===== src/rtl/mips32_boot_pkg.sv =====
// Shared definitions for the MIPS32 boot loader: frame marker, field offsets
// and the loader FSM encoding.
package mips32_boot_pkg;

   localparam logic [7:0] SYNC_BYTE_DEFAULT = 8'hA5;

   // Byte offsets of the header fields within a frame; data starts at OFF_DATA.
   localparam int OFF_SYNC    = 0;
   localparam int OFF_ADDR_HI = 1;
   localparam int OFF_ADDR_LO = 2;
   localparam int OFF_CNT_HI  = 3;
   localparam int OFF_CNT_LO  = 4;
   localparam int OFF_DATA    = 5;

   // Header states are numbered by the offset of the byte they expect next.
   typedef enum logic [3:0] {
      S_IDLE    = 4'(OFF_SYNC),
      S_ADDR_HI = 4'(OFF_ADDR_HI),
      S_ADDR_LO = 4'(OFF_ADDR_LO),
      S_CNT_HI  = 4'(OFF_CNT_HI),
      S_CNT_LO  = 4'(OFF_CNT_LO),
      S_DATA    = 4'(OFF_DATA),
      S_CKSUM   = 4'd6,
      S_START   = 4'd7,
      S_ERR     = 4'd8
   } state_t;

endpackage


===== src/rtl/program_loader_word_assembler.sv =====
// Packs data bytes MSB-first into 32-bit words and keeps the running XOR
// checksum of every data byte of the current frame.
module word_assembler (
   input  logic        clk1,
   input  logic        rst,
   input  logic        clear,
   input  logic        shift,
   input  logic [7:0]  data_byte,
   output logic        word_valid,
   output logic [31:0] word,
   output logic [7:0]  xor_acc
);

   logic [1:0]  byte_cnt;
   logic [23:0] shreg;

   // The word completes combinationally with its fourth byte so the caller
   // can register the memory write on the same edge that accepts that byte.
   assign word_valid = shift && (byte_cnt == 2'd3);
   assign word       = {shreg, data_byte};

   always_ff @(posedge clk1 or posedge rst) begin
      if (rst) begin
         byte_cnt <= 2'd0;
         shreg    <= 24'd0;
         xor_acc  <= 8'd0;
      end else if (clear) begin
         byte_cnt <= 2'd0;
         shreg    <= 24'd0;
         xor_acc  <= 8'd0;
      end else if (shift) begin
         byte_cnt <= byte_cnt + 2'd1;
         shreg    <= {shreg[15:0], data_byte};
         xor_acc  <= xor_acc ^ data_byte;
      end
   end

endmodule


===== src/rtl/program_loader.sv =====
// Boot-stage loader: parses framed bytes, writes words into core memory and
// releases the halted core with a start pulse once the checksum verifies.
module program_loader
   import mips32_boot_pkg::*;
#(
   parameter int         ADDR_W    = 10,
   parameter int         MEM_DEPTH = 1024,
   parameter logic [7:0] SYNC_BYTE = SYNC_BYTE_DEFAULT
) (
   input  logic              clk1,
   input  logic              rst,
   input  logic              in_valid,
   input  logic [7:0]        in_data,
   output logic              in_ready,
   output logic              mem_we,
   output logic [ADDR_W-1:0] mem_addr,
   output logic [31:0]       mem_wdata,
   output logic              cpu_hold,
   output logic              cpu_start,
   output logic [ADDR_W-1:0] start_pc,
   output logic              busy,
   output logic              done,
   output logic              error
);

   // Handshake: a byte transfers on a rising clk1 edge when in_valid && in_ready.
   // in_ready drops only in the single-cycle START and ERR states.

   state_t state, state_nxt;

   logic [15:0]       addr_reg;
   logic [7:0]        cnt_hi;
   logic [15:0]       words_left;
   logic [ADDR_W-1:0] word_idx;

   logic        accept;
   logic        is_sync;
   logic        data_shift;
   logic        word_valid;
   logic [31:0] word;
   logic [7:0]  xor_acc;
   logic [15:0] cnt_now;
   logic [16:0] end_addr;
   logic        range_bad;
   logic        cksum_ok;

   assign in_ready   = (state != S_START) && (state != S_ERR);
   assign accept     = in_valid && in_ready;
   assign is_sync    = (state == S_IDLE) && accept && (in_data == SYNC_BYTE);
   assign data_shift = (state == S_DATA) && accept;
   assign cnt_now    = {cnt_hi, in_data};
   // Base plus count is formed one bit wider so it cannot wrap past the top.
   assign end_addr   = {1'b0, addr_reg} + {1'b0, cnt_now};
   assign range_bad  = ((addr_reg >> ADDR_W) != 16'd0) || (end_addr > 17'(MEM_DEPTH));
   assign cksum_ok   = (in_data == xor_acc);

   word_assembler u_asm (
      .clk1       (clk1),
      .rst        (rst),
      .clear      (is_sync),
      .shift      (data_shift),
      .data_byte  (in_data),
      .word_valid (word_valid),
      .word       (word),
      .xor_acc    (xor_acc)
   );

   always_ff @(posedge clk1 or posedge rst) begin
      if (rst) state <= S_IDLE;
      else     state <= state_nxt;
   end

   always_comb begin
      state_nxt = state;
      case (state)
         S_IDLE:    if (is_sync) state_nxt = S_ADDR_HI;
         S_ADDR_HI: if (accept)  state_nxt = S_ADDR_LO;
         S_ADDR_LO: if (accept)  state_nxt = S_CNT_HI;
         S_CNT_HI:  if (accept)  state_nxt = S_CNT_LO;
         S_CNT_LO: begin
            if (accept) begin
               if (range_bad)              state_nxt = S_ERR;
               else if (cnt_now != 16'd0)  state_nxt = S_DATA;
               else                        state_nxt = S_CKSUM;
            end
         end
         S_DATA:    if (word_valid && (words_left == 16'd1)) state_nxt = S_CKSUM;
         S_CKSUM:   if (accept) state_nxt = cksum_ok ? S_START : S_ERR;
         S_START:   state_nxt = S_IDLE;
         S_ERR:     state_nxt = S_IDLE;
         default:   state_nxt = S_IDLE;
      endcase
   end

   always_ff @(posedge clk1 or posedge rst) begin
      if (rst) begin
         addr_reg   <= 16'd0;
         cnt_hi     <= 8'd0;
         words_left <= 16'd0;
         word_idx   <= '0;
         mem_we     <= 1'b0;
         mem_addr   <= '0;
         mem_wdata  <= 32'd0;
         cpu_hold   <= 1'b1;
         cpu_start  <= 1'b0;
         start_pc   <= '0;
         busy       <= 1'b0;
         done       <= 1'b0;
         error      <= 1'b0;
      end else begin
         mem_we    <= 1'b0;
         cpu_start <= 1'b0;
         if (is_sync) begin
            busy     <= 1'b1;
            cpu_hold <= 1'b1;
            done     <= 1'b0;
            error    <= 1'b0;
         end
         if (accept && (state == S_ADDR_HI)) addr_reg[15:8] <= in_data;
         if (accept && (state == S_ADDR_LO)) addr_reg[7:0]  <= in_data;
         if (accept && (state == S_CNT_HI))  cnt_hi         <= in_data;
         if (accept && (state == S_CNT_LO)) begin
            words_left <= cnt_now;
            word_idx   <= '0;
         end
         if (word_valid) begin
            mem_we     <= 1'b1;
            mem_addr   <= addr_reg[ADDR_W-1:0] + word_idx;
            mem_wdata  <= word;
            word_idx   <= word_idx + 1'b1;
            words_left <= words_left - 16'd1;
         end
         // Control outputs are registered so they are visible during START/ERR.
         if ((state != S_START) && (state_nxt == S_START)) begin
            cpu_start <= 1'b1;
            start_pc  <= addr_reg[ADDR_W-1:0];
            cpu_hold  <= 1'b0;
            busy      <= 1'b0;
            done      <= 1'b1;
         end
         if ((state != S_ERR) && (state_nxt == S_ERR)) begin
            error <= 1'b1;
            busy  <= 1'b0;
         end
      end
   end

endmodule


===== config.mk =====
export PLATFORM = sky130hd
export DESIGN_NAME = program_loader
export DESIGN_NICKNAME = d
export VERILOG_FILES = /design/src/rtl/mips32_boot_pkg.sv /design/src/rtl/program_loader_word_assembler.sv /design/src/rtl/program_loader.sv
export SDC_FILE = /design/constraint.sdc
export NUM_CORES = 1
export LEC_CHECK = 0
export ABC_CLOCK_PERIOD_IN_PS = 5300
export CELL_PAD_IN_SITES_DETAIL_PLACEMENT = 1
export CELL_PAD_IN_SITES_GLOBAL_PLACEMENT = 2
export CORE_MARGIN = 2
export CORE_UTILIZATION = 36
export CTS_CLUSTER_DIAMETER = 40
export DETAILED_ROUTE_END_ITERATION = 8
export HOLD_SLACK_MARGIN = 0.15
export PLACE_DENSITY_LB_ADDON = 0.1
export SYNTH_ARGS = -nofsm -noshare
export SYNTH_HDL_FRONTEND = slang
export SYNTH_SLANG_ARGS = --single-unit

===== constraint.sdc =====
create_clock -name clk1 -period 5.3 [get_ports clk1]
set_input_delay 1.06 -clock clk1 [delete_from_list [all_inputs] [get_ports clk1]]
set_output_delay 1.06 -clock clk1 [all_outputs]
set_load 0.01 [all_outputs]

Figure 1. Signal wires by layer (run 1).
(3 px per micron) Two of the layers only.
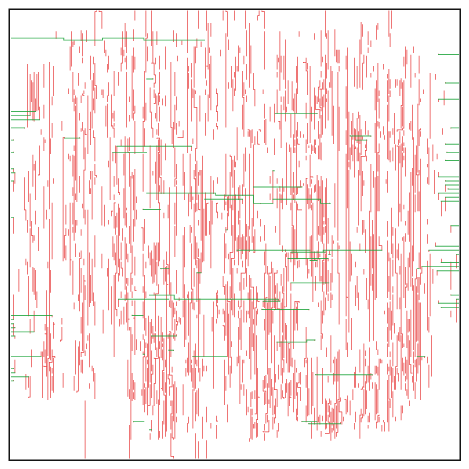
Red is metal 2, wire length 10600 microns. Green is metal 3, wire length 692 microns.

Figure 2. Placed standard cells (run 1).
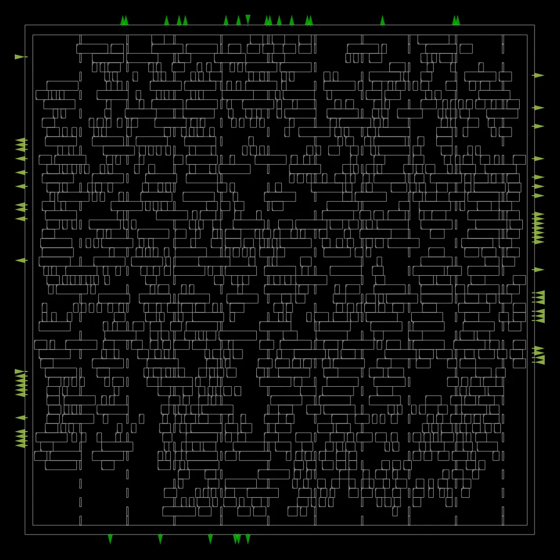
sequential cell count: 146
Seq/total area: 39.6%
tap cells: 275

Figure 3. Ports around the boundary (run 1).
(3 px per micron) Pins as bars across the die edge, other pins in gray.
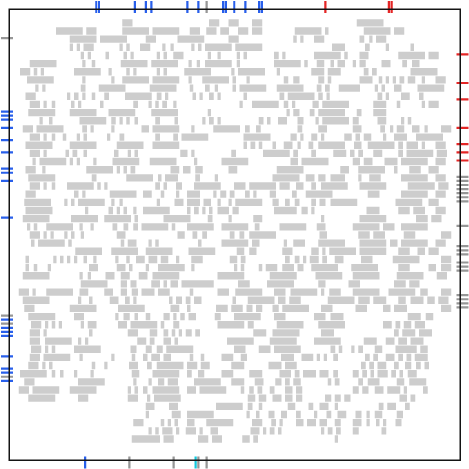
Blue is `mem_wdata`, pins 32, direction output, edge 18 left, 13 top, 1 bottom. Cyan is `cpu_hold`, pins 1, direction output, edge bottom. Red is `mem_addr`, pins 10, direction output, edge 7 right, 3 top.
IO Port Bufs: 69
Die Y: 150 microns
Die Span X: 150 microns

Figure 4. Nets reached from selected ports (run 1).
(2 px per micron)
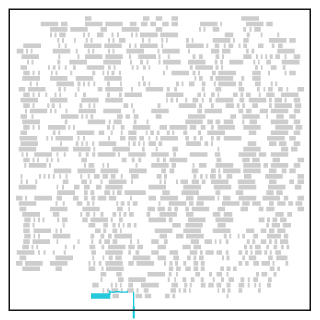
Cyan is `cpu_hold`, direction output, edge bottom, end cells 1, buffers 1, wire 20.9 microns.

==> impl_metrics.env, run 1 <==
# yosys + openroad results
export IMPL_post_dp_hpwl_microns=15200
export IMPL_async_flop_share_pct=100
export IMPL_largest_area_cell="dfrtp_1"
export IMPL_dpl_cell_count=1145
export IMPL_top_area_share_pct=47.4
export IMPL_clk_share_pct=6.34
export IMPL_buffers_excl_clock=87
export IMPL_worstReg2RegStart="addr_reg[0]$_DFFE_PP0P_"
export IMPL_endpoint_kind="register"
export IMPL_inv_count=18
export IMPL_hold_viol=0
export IMPL_hp_start="u_asm.shreg[21]$_DFFE_PP0P_"
export IMPL_relSlewSlack_pct=40.6
export IMPL_numCtsBuffers=17
export IMPL_syn_nets=871
export IMPL_dominant_cells="combinational gates"
export IMPL_path_cells="clkdlybuf4s50_1 -> ha_1 -> fa_1 -> xor2_1 -> a2111oi_0 -> o2111ai_1 -> a2111oi_0 -> nand2_1 -> a211oi_2 -> a41oi_1"
export IMPL_nClkBuffers=18
export IMPL_cap_violations=0
export IMPL_critical_path_top_delay_family="AND-OR/OR-AND gates"
export IMPL_comb_area_share_pct=40.6
export IMPL_drtIter0Drc=358
export IMPL_yosysWarnings=0
export IMPL_setup_viol=0
export IMPL_layout_cells_most_common="nand2_1"
export IMPL_cp_max_fo=10
export IMPL_yosysChipArea_sq_um=7650
export IMPL_vdd_drop_max_mv=0.204
export IMPL_antenna_found_initial=0
export IMPL_cts_root_buf="clkbuf_16"
export IMPL_grt_pass1_vias=6738
export IMPL_max_freq_mhz=236
export IMPL_hold_buffers=0
export IMPL_worstHoldEndpoint="mem_wdata[29]$_DFFE_PP0P_"
export IMPL_syn_instance_count=829
export IMPL_comb_area_sq_um=3740
export IMPL_rr_worst_depth=9
export IMPL_dr_total_vias=6390
export IMPL_cts_sinks=146
export IMPL_ys_cells=829
export IMPL_r2r_end="state[3]$_DFF_PP0_"
export IMPL_area_leaders="dfrtp_1 (47%), nand2_1 (11%), mux2_2 (5.0%)"
export IMPL_ff_type="dfrtp_1"
export IMPL_p_clk_share_pct=26.1
export IMPL_drt_wl_total_microns=21700
export IMPL_io_pins=70
export IMPL_status="finished, final reports clean"
export IMPL_syn_area_sq_um=7650
export IMPL_leakagePower_uw=0.00418
export IMPL_power_group_top="sequential cells"
export IMPL_antenna_left=0
export IMPL_tightestPinTransition_ns=0.888
export IMPL_critPathBufInv=1
export IMPL_yosysUniqueCellTypes=70
export IMPL_start_kind="input pin"
export IMPL_largest_register_ffs=32
export IMPL_areaGrowthSynthToFinish_pct=20.5
export IMPL_grt_overflow=0
export IMPL_rows=53
export IMPL_cellPowerDensity_nw_per_um2=496
export IMPL_slowest_stage="clkdlybuf4s50_1"
export IMPL_log_warning_count=27
export IMPL_firstDrtPassIters=8
export IMPL_design_core_area_sq_um=21000
export IMPL_worstSetupPathType="input pin to register"
export IMPL_cts_tree="done"
export IMPL_r2r_setup_slack_ns=2.05
export IMPL_grt_setup_unrepaired="no"
export IMPL_arrival_ns=4.51
export IMPL_final_setup_worst_slack_ns=1.06
export IMPL_num_nets_final=931
export IMPL_grt_max_degree=88
export IMPL_power_clock_uw=1190
export IMPL_avgViaCountPerCell=5.43
export IMPL_seq_area_sq_um=3650
export IMPL_finalMaxSlewViolations=0
export IMPL_path_common_cell="a2111oi_0"
export IMPL_comb_power_share_pct=37.0
export IMPL_clk_latency_ns=0.43
export IMPL_skew_ns=0.00835
export IMPL_grt_pass1_wl_microns=35800
export IMPL_avgSynthCellArea_sq_um=9.23
export IMPL_largest_registers="mem_wdata (32), u_asm.shreg (24)"
export IMPL_finalCritPeriodShare_pct=80.0
export IMPL_worst_path_largest_cell_delay_ns=0.68
export IMPL_chipArea_sq_um=22400
export IMPL_ys_ff=146
export IMPL_hold_slack_ns=0.471
export IMPL_hold_path_class="register to register"
export IMPL_finalNonFillerCells=1177
export IMPL_gp_congestion=0.775
export IMPL_regMostFlops="mem_wdata"
export IMPL_final_min_clock_period_ns=4.24
export IMPL_post_route_util_pct=44.0
export IMPL_switching_power_uw=1810
export IMPL_drive_above_1_share_pct=11.4
export IMPL_swShare_pct=39.6
export IMPL_logic_gates=619
export IMPL_path_clk_slew_ns=0.06
export IMPL_finalPower_uw=4570
export IMPL_ys_seq_share_pct=47.8
export IMPL_worstPathRequired_ns=5.57
export IMPL_grt_usage_pct=20.3
export IMPL_drc=0
export IMPL_postCtsSetupBuffers=0
export IMPL_n_fill_cell=2392
export IMPL_most_common_layout_cells="nand2_1 (223), dfrtp_1 (145), clkdlybuf4s50_1 (69)"
export IMPL_wire_per_inst_microns=18.4
export IMPL_power_frac_seq_pct=36.9
export IMPL_cts_buffer_depth=2
export IMPL_placed_area_sq_um=8640
export IMPL_fp_util_pct=36.5
export IMPL_ctsResizeCount=0
export IMPL_n_antenna_cell=0
export IMPL_p_int_uw=2770
export IMPL_p_comb_uw=1690
export IMPL_buffer_area_share_pct=8.95
export IMPL_stdcell_area_sq_um=9220
export IMPL_pg_seq_uw=1690
==> run 1: worst reg2reg max path, stage by stage (launching register included) <==
cell and delay [ns]:
dfrtp_1 0.47, ha_1 0.27, fa_1 0.42, xor2_1 0.18, a2111oi_0 0.37, o2111ai_1 0.15
a2111oi_0 0.38, nand2_1 0.14, a211oi_2 0.52, a41oi_1 0.20
==> run 1: synth_stat cells (13+ instances only) <==
cell	number
and3_1	13
ha_1	29
nand2_1	223
nor3_1	19
mux2_2	34
o21ai_0	44
dfrtp_1	145
a21oi_1	41
nor2_1	39
clkbuf_1	32
inv_1	18
nand3_1	19
xor2_1	13
==> run 1: cells by family after synthesis <==
| group | Yosys count | share of synthesized area [%] |
|---|---|---|
| AND/OR/NAND/NOR | 370 | 21.9 |
| AND-OR/OR-AND | 159 | 13.8 |
| flip-flops | 146 | 47.8 |
| buffers and inverters | 64 | 3.45 |
| multiplexers | 34 | 5.00 |
| adder cells (fa/ha/maj) | 31 | 5.26 |
| XOR/XNOR | 25 | 2.86 |
==> run 1: routing by layer <==
metal	track usage [%]	wire [microns]	vias to the layer above
li1	-	-	3026
met3	3.32	691	26
met5	0	0	-
met2	34.2	10600	109
met4	6.08	347	0
met1	27.0	10000	3229
==> run 1: worst max path at each step <==
stage	start	to	slack (ns)	cells after the start
6_report	in_data[0]	state[3]$_DFF_PP0_	1.06	10
5_1_grt	in_data[0]	state[3]$_DFF_PP0_	0.83	10
3_5_place_dp	in_data[0]	state[3]$_DFF_PP0_	0.60	10
2_1_floorplan	rst	addr_reg[0]$_DFFE_PP0P_	0.32	1
3_3_place_gp	in_data[0]	state[3]$_DFF_PP0_	0.65	10
4_1_cts	in_data[0]	state[3]$_DFF_PP0_	1.06	10
Figure 5. Cell sizes after repair (run 1).
(3 px per micron)
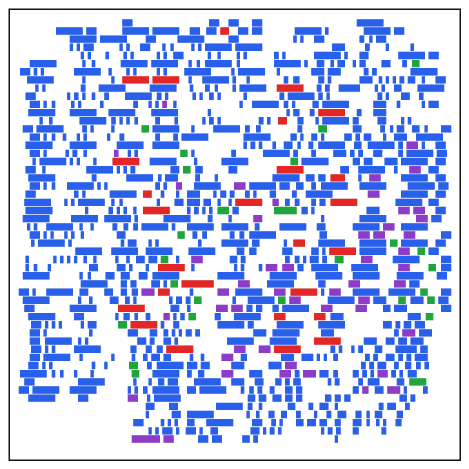

--- run 2 (diff from run 1) ---
ABC_CLOCK_PERIOD_IN_PS = 4250   (was 5300)
clock period = 4.25 ns   (was 5.3 ns; I/O delays follow)
Figure 6. Cell sizes after repair (run 2).
(3 px per micron)
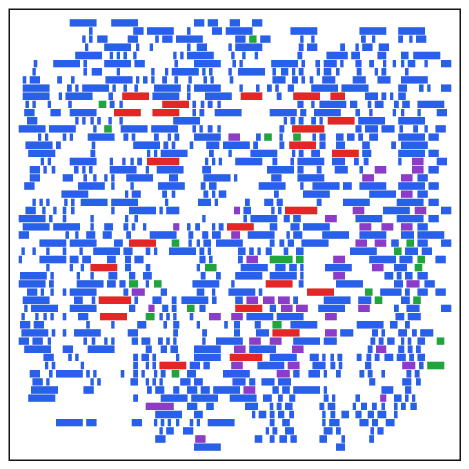
Blue is _0 and _1 cells, cells 801. Green is _3 and _4 cells, cells 24. Red is _6 and larger, cells 24. Purple is _2 cells, cells 48.
final instance area: 9260 sq um
worst setup margin: 0.393 ns

Figure 7. Signal wires by layer (run 2).
(3 px per micron) Two of the layers only.
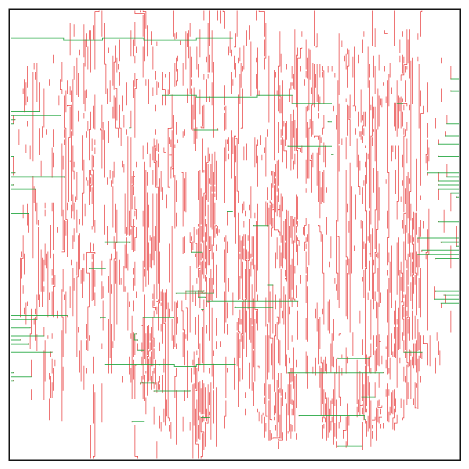
vias after detailed routing: 6375
GRT Resource Usage Total: 20.5%
WL per Instance: 18.7 microns

Figure 8. Nets reached from selected ports (run 2).
(2 px per micron)
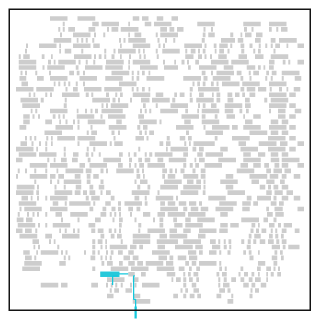
Cyan is `cpu_hold`, direction output, edge bottom, end cells 1, buffers 1, wire 29.6 microns.

==> run 2 against run 1 <==
Effect of this change:
- routed wire length grew 1.3%
- clock skew rose by 0.0044 ns
- total power is 28% higher
- sequential power increased by 24%
- cell area up 0.45%
- clock power rose by 37%
- sequential cell count stayed put
- sequential share of layout area shrank 0.18 points
- synthesized cell count did not move
- worst setup slack got worse by 0.66 ns
- core utilization is 0.20 points higher
==> impl_metrics.env, run 2 <==
# yosys + openroad results
export IMPL_ys_ff=146
export IMPL_topRoutingLayerUsed="met4"
export IMPL_grt_setup_unrepaired="no"
export IMPL_placed_area_sq_um=8640
export IMPL_areaGrowthSynthToFinish_pct=21.1
export IMPL_grt_pass1_vias=6890
export IMPL_clk_latency_ns=0.43
export IMPL_vdd_drop_max_mv=0.294
export IMPL_largest_area_cell="dfrtp_1"
export IMPL_n_antenna_cell=0
export IMPL_status="finished, final reports clean"
export IMPL_ff_type="dfrtp_1"
export IMPL_numCtsBuffers=17
export IMPL_area_leaders="dfrtp_1 (47%), nand2_1 (11%), mux2_2 (5.0%)"
export IMPL_cts_tree="done"
export IMPL_hold_buffers=0
export IMPL_drt_wl_total_microns=21900
export IMPL_post_route_util_pct=44.2
export IMPL_route_met3_wl_microns=705
export IMPL_wl_met2_microns=11000
export IMPL_finalMaxSlewViolations=0
export IMPL_layout_cells_most_common="nand2_1"
export IMPL_endpoint_kind="register"
export IMPL_io_pins=70
export IMPL_ys_cells=829
export IMPL_antenna_left=0
export IMPL_seq_area_sq_um=3650
export IMPL_ctsResizeCount=0
export IMPL_leakagePower_uw=0.00419
export IMPL_cap_violations=0
export IMPL_relSlewSlack_pct=38.1
export IMPL_path_clk_slew_ns=0.06
export IMPL_wl_met1_microns=9960
export IMPL_rows=53
export IMPL_grt_overflow=0
export IMPL_antenna_found_initial=0
export IMPL_syn_nets=871
export IMPL_most_common_layout_cells="nand2_1 (223), dfrtp_1 (145), clkdlybuf4s50_1 (69)"
export IMPL_grt_util_met3_pct=4.05
export IMPL_gp_congestion=0.807
export IMPL_common_cells="nand2_1 (223), dfrtp_1 (145), o21ai_0 (44)"
export IMPL_io_buffers=69
export IMPL_drc=0
export IMPL_grt_pass1_wl_microns=36100
export IMPL_start_kind="input pin"
export IMPL_hold_path_class="register to register"
export IMPL_log_warning_count=29
export IMPL_fp_util_pct=36.5
export IMPL_worstPathRequired_ns=4.51
export IMPL_design_core_area_sq_um=21000
export IMPL_path_common_cell="a2111oi_0"
export IMPL_hold_viol=0
export IMPL_grt_max_degree=147
export IMPL_dieWidth_microns=150
export IMPL_setup_viol=0
export IMPL_syn_area_sq_um=7650
export IMPL_cts_buffer_depth=2
export IMPL_chipArea_sq_um=22400
export IMPL_firstDrtPassIters=4
export IMPL_largest_registers="mem_wdata (32), u_asm.shreg (24)"
export IMPL_arrival_ns=4.11
export IMPL_syn_instance_count=829
export IMPL_postCtsSetupBuffers=0
export IMPL_die_size_y_microns=150
export IMPL_avgViaCountPerCell=5.44
export IMPL_regMostFlops="mem_wdata"
export IMPL_cts_sinks=146
export IMPL_tightestPinTransition_ns=0.926
export IMPL_hold_slack_ns=0.475
run 2: critical path, delay by kind of cell:
family,cells,cell delay (ns)
xor+xnor,1,0.18
fa+ha+maj,2,0.69
simple gates,1,0.17
buf+inv,1,0.43
compound gates,5,1.79
run 2: logic make-up (layout without fill, tap and decap cells):
kind of cell    count (synthesis)  count (layout)  synth area share [%]
simple gates                  370             370                  21.9
buf+inv                        64             132                  3.45
mux                            34              34                  5.00
flops                         146             146                  47.8
compound gates                159             159                  13.8
fa+ha+maj                      31              31                  5.26
xor+xnor                       25              25                  2.86
run 2: area by class of cell:
class	count	share of cell area, %
Inverter	18	0.770
Clock buffer	19	4.78
Clock inverter	9	1.99
Sequential cell	146	39.5
Multi-Input combinational cell	619	40.3
Timing Repair Buffer	86	8.97
Tap cell	275	3.71
run 2: path summary, 6_finish.rpt:
| kind | to | cells after the start | slack [ns] | from |
|---|---|---|---|---|
| worst min-delay path | mem_wdata[28]$_DFFE_PP0P_ | 2 | 0.47 | u_asm.shreg[20]$_DFFE_PP0P_ |
| worst max register to register | state[3]$_DFF_PP0_ | 9 | 0.81 | addr_reg[0]$_DFFE_PP0P_ |
| worst min register to register | mem_wdata[28]$_DFFE_PP0P_ | 2 | 0.47 | u_asm.shreg[20]$_DFFE_PP0P_ |
| min in group asynchronous | u_asm.shreg[23]$_DFFE_PP0P_ | 3 | 1.05 | rst |
| max in group asynchronous | addr_reg[10]$_DFFE_PP0P_ | 3 | 2.63 | rst |
| worst max-delay path | state[3]$_DFF_PP0_ | 10 | 0.39 | in_data[0] |
run 2: report_power, final:
part / leakage, uW / internal (uW) / switching [uW]
registers: 0.00194 / 1720 / 383
clock network: 0.000301 / 1050 / 586
logic: 0.00194 / 892 / 1230
Figure 9. Ports around the boundary (run 2).
(3 px per micron) Pins as bars across the die edge, other pins in gray.
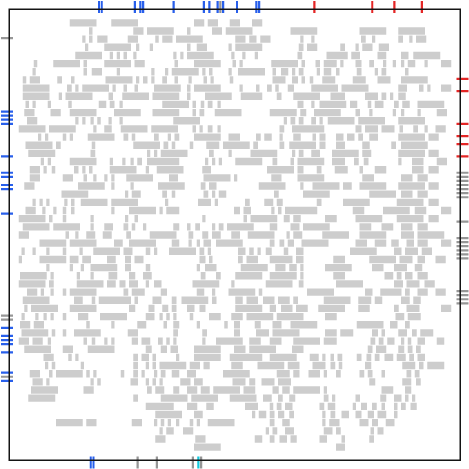

--- run 3 (diff from run 2) ---
ABC_CLOCK_PERIOD_IN_PS = 3480   (was 4250)
CORE_UTILIZATION = 33   (was 36)
clock period = 3.48 ns   (was 4.25 ns; I/O delays follow)
Figure 10. Ports around the boundary (run 3).
(3 px per micron) Pins as bars across the die edge, other pins in gray.
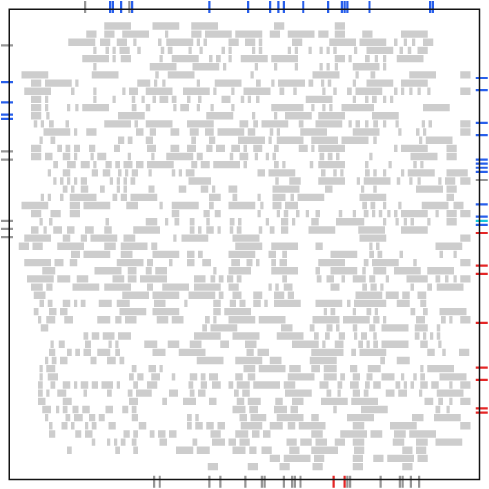
Red is `mem_addr`, pins 10, direction output, edge 8 right, 2 bottom. Blue is `mem_wdata`, pins 32, direction output, edge 17 top, 11 right, 4 left. Cyan is `cpu_hold`, pins 1, direction output, edge right.
All pins by edge: 21 right, 20 bottom, 19 top, 10 left.

Figure 11. Cell sizes after repair (run 3).
(3 px per micron)
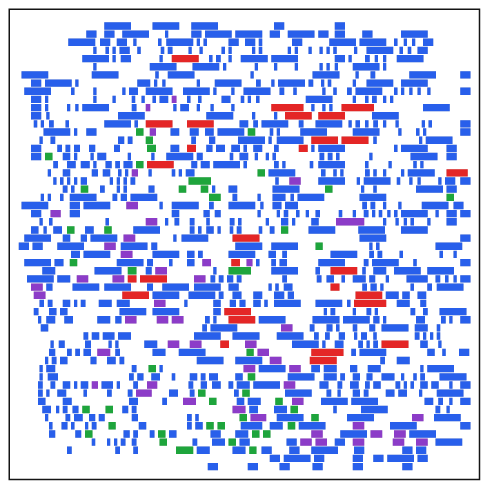
area delta synth->final: 23.7%
worst setup margin: 0.176 ns
final instance area: 9470 sq um
number of non-clock buffers in the layout: 108

==> run 3 against run 2 <==
Effect of this change:
- sequential cell count unchanged
- cell area increased by 2.2%
- die area rose by 8.8%
- global-route usage is 1.4 points lower
- critical path type unchanged
- highest routed layer unchanged
==> impl_metrics.env, run 3 <==
# yosys + openroad results
export IMPL_status="finished, final reports clean"
export IMPL_largest_register_ffs=32
export IMPL_largest_area_cell="dfrtp_1"
export IMPL_hold_depth=2
export IMPL_grt_overflow=0
export IMPL_placed_area_sq_um=8820
export IMPL_worstReg2RegStart="addr_reg[0]$_DFFE_PP0P_"
export IMPL_die_size_y_microns=156
export IMPL_top_usage_layer="met2"
export IMPL_compound_area_share_pct=13.8
export IMPL_drt_wl_total_microns=22500
export IMPL_fp_util_pct=33.7
export IMPL_cap_violations=0
export IMPL_critical_path_top_delay_family="AND-OR/OR-AND gates"
export IMPL_area_leaders="dfrtp_1 (47%), nand2_1 (11%), mux2_2 (5.0%)"
export IMPL_grt_pass1_vias=6610
export IMPL_synth_top_cell_by_count="nand2_1"
export IMPL_antenna_found_initial=0
export IMPL_hold_buffers=0
export IMPL_logic_family="simple AND/OR/NAND/NOR gates"
export IMPL_wl_met2_microns=10400
export IMPL_tightestPinTransition_ns=0.790
export IMPL_post_dp_hpwl_microns=15700
export IMPL_yosysWarnings=0
export IMPL_post_route_util_pct=41.7
export IMPL_path_cells="clkdlybuf4s50_1 -> ha_1 -> fa_1 -> xor2_1 -> a2111oi_2 -> buf_4 -> o2111ai_1 -> a2111oi_2 -> nand2_1 -> a211oi_2 -> buf_4 -> a41oi_1"
export IMPL_cts_sinks=146
export IMPL_chipArea_sq_um=24400
export IMPL_r2r_end="state[3]$_DFF_PP0_"
export IMPL_synth_adder_area_share_pct=5.26
export IMPL_avgViaCountPerCell=5.27
export IMPL_ys_seq_share_pct=47.8
export IMPL_met1_usage_pct=27.4
export IMPL_regMostFlops="mem_wdata"
export IMPL_finalMaxSlewViolations=0
export IMPL_grt_util_met3_pct=3.02
export IMPL_start_kind="input pin"
export IMPL_vdd_drop_max_mv=0.345
export IMPL_rows=55
export IMPL_path_clk_slew_ns=0.07
export IMPL_drive_above_1_share_pct=13.4
export IMPL_hp_start="mem_wdata[24]$_DFFE_PP0P_"
export IMPL_critPathBufInv=3
export IMPL_dr_total_vias=6361
export IMPL_hold_viol=0
export IMPL_syn_nets=871
export IMPL_layout_cells_most_common="nand2_1"
export IMPL_cellPowerDensity_nw_per_um2=783
export IMPL_leakagePower_uw=0.00431
export IMPL_cts_buffer_depth=2
export IMPL_syn_area_sq_um=7650
export IMPL_r2r_setup_slack_ns=0.52
export IMPL_wl_met1_microns=11500
export IMPL_max_freq_mhz=303
export IMPL_firstDrtPassIters=4
export IMPL_hold_path_class="register to register"
export IMPL_dieWidth_microns=156
export IMPL_xor_share_pct=2.86
export IMPL_ff_type="dfrtp_1"
export IMPL_ys_sh_mux_pct=5.00
export IMPL_ys_ff=146
export IMPL_syn_instance_count=829
export IMPL_worstPathRequired_ns=3.76
export IMPL_postCtsSetupBuffers=0
export IMPL_most_common_layout_cells="nand2_1 (223), dfrtp_1 (145), clkdlybuf4s50_1 (69)"
export IMPL_route_met3_wl_microns=387
export IMPL_drtIter0Drc=223
export IMPL_simple_gate_area_share_pct=21.9
export IMPL_n_antenna_cell=0
export IMPL_hold_slack_ns=0.471
export IMPL_io_buffers=69
export IMPL_skew_ns=0.0110
export IMPL_gp_congestion=0.793
export IMPL_design_core_area_sq_um=22700
export IMPL_arrival_ns=3.59
export IMPL_largest_registers="mem_wdata (32), u_asm.shreg (24)"
export IMPL_antenna_left=0
export IMPL_top_area_share_pct=47.4
export IMPL_worstHoldEndpoint="mem_wdata[24]$_DFFE_PP0P_"
export IMPL_ys_cells=829
export IMPL_num_nets_final=952
export IMPL_io_pins=70
export IMPL_grt_pass1_wl_microns=36400
export IMPL_met2_usage_pct=30.0
export IMPL_endpoint_kind="register"
export IMPL_common_cells="nand2_1 (223), dfrtp_1 (145), o21ai_0 (44)"
export IMPL_rr_worst_depth=11
export IMPL_grt_setup_unrepaired="no"
export IMPL_clk_latency_ns=0.42
export IMPL_drc=0
export IMPL_topRoutingLayerUsed="met4"
export IMPL_worstSetupPathType="input pin to register"
export IMPL_setup_viol=0
export IMPL_cts_tree="done"
export IMPL_grt_max_degree=147
export IMPL_numCtsBuffers=17
export IMPL_relSlewSlack_pct=47.4
export IMPL_log_warning_count=29
Figure 12. Signal wires by layer (run 3).
(3 px per micron) Two of the layers only.
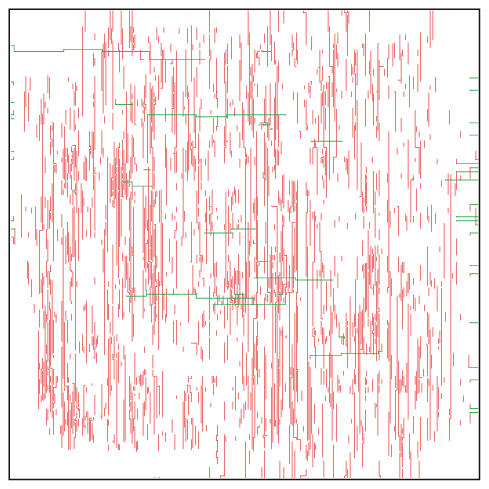
GRT Resource Usage Total: 19.1%
WL per Instance: 18.7 microns

## run 3: through the flow
step | instances | setup WS, ns
floorplan | 829 | 0.432
CTS | 1208 | 0.0468
global placement | 1176 | -0.411
detailed placement | 1176 | -0.580
global route | 1208 | 0.0107
finish | 1208 | 0.176
## run 3: report_power, final
| part | switching [uW] | internal [uW] |
|---|---|---|
| Combinational | 1590 | 1260 |
| Clock | 780 | 1220 |
| Sequential | 471 | 2100 |
| Total | 2850 | 4570 |
## run 3: worst max path at each step
| stage | end | from | slack, ns | cells after the start |
|---|---|---|---|---|
| 2_1_floorplan | state[3]$_DFF_PP0_ | in_data[0] | 0.43 | 9 |
| 3_3_place_gp | state[3]$_DFF_PP0_ | in_data[0] | -0.41 | 12 |
| 3_5_place_dp | state[3]$_DFF_PP0_ | in_data[0] | -0.58 | 12 |
| 4_1_cts | state[3]$_DFF_PP0_ | in_data[0] | 0.05 | 12 |
| 5_1_grt | state[3]$_DFF_PP0_ | in_data[0] | 0.01 | 12 |
| 6_report | state[3]$_DFF_PP0_ | in_data[0] | 0.18 | 12 |
## run 3: cells by family (layout without fill, tap and decap cells)
kind of cell               count (synthesis)  count (layout)
buffers and inverters                     64             158
adders and majority gates                 31              31
DFF                                      146             146
muxes                                     34              34
and+or+nand+nor                          370             370
xor gates and xnor gates                  25              25
AOI/OAI and AO/OA                        159             159
## run 3: layout make-up
class                      count  area [sq um]
sequential                   146          3650
clock inverter                14           200
multi-input combinational    619          3760
tap                          285           357
timing repair buffer         108           996
fill                        2605         13200
inverter                      18          71.3
clock buffer                  18           429
## run 3: what timing repair did
item,4_1_cts,5_1_grt
gates resized,3,1
setup endpoints to repair,6,6
pin swaps,0,1
endpoints found under the hold margin,0,0
cloned,0,0
No activity file was given, so power comes from the tool's default toggle rates.
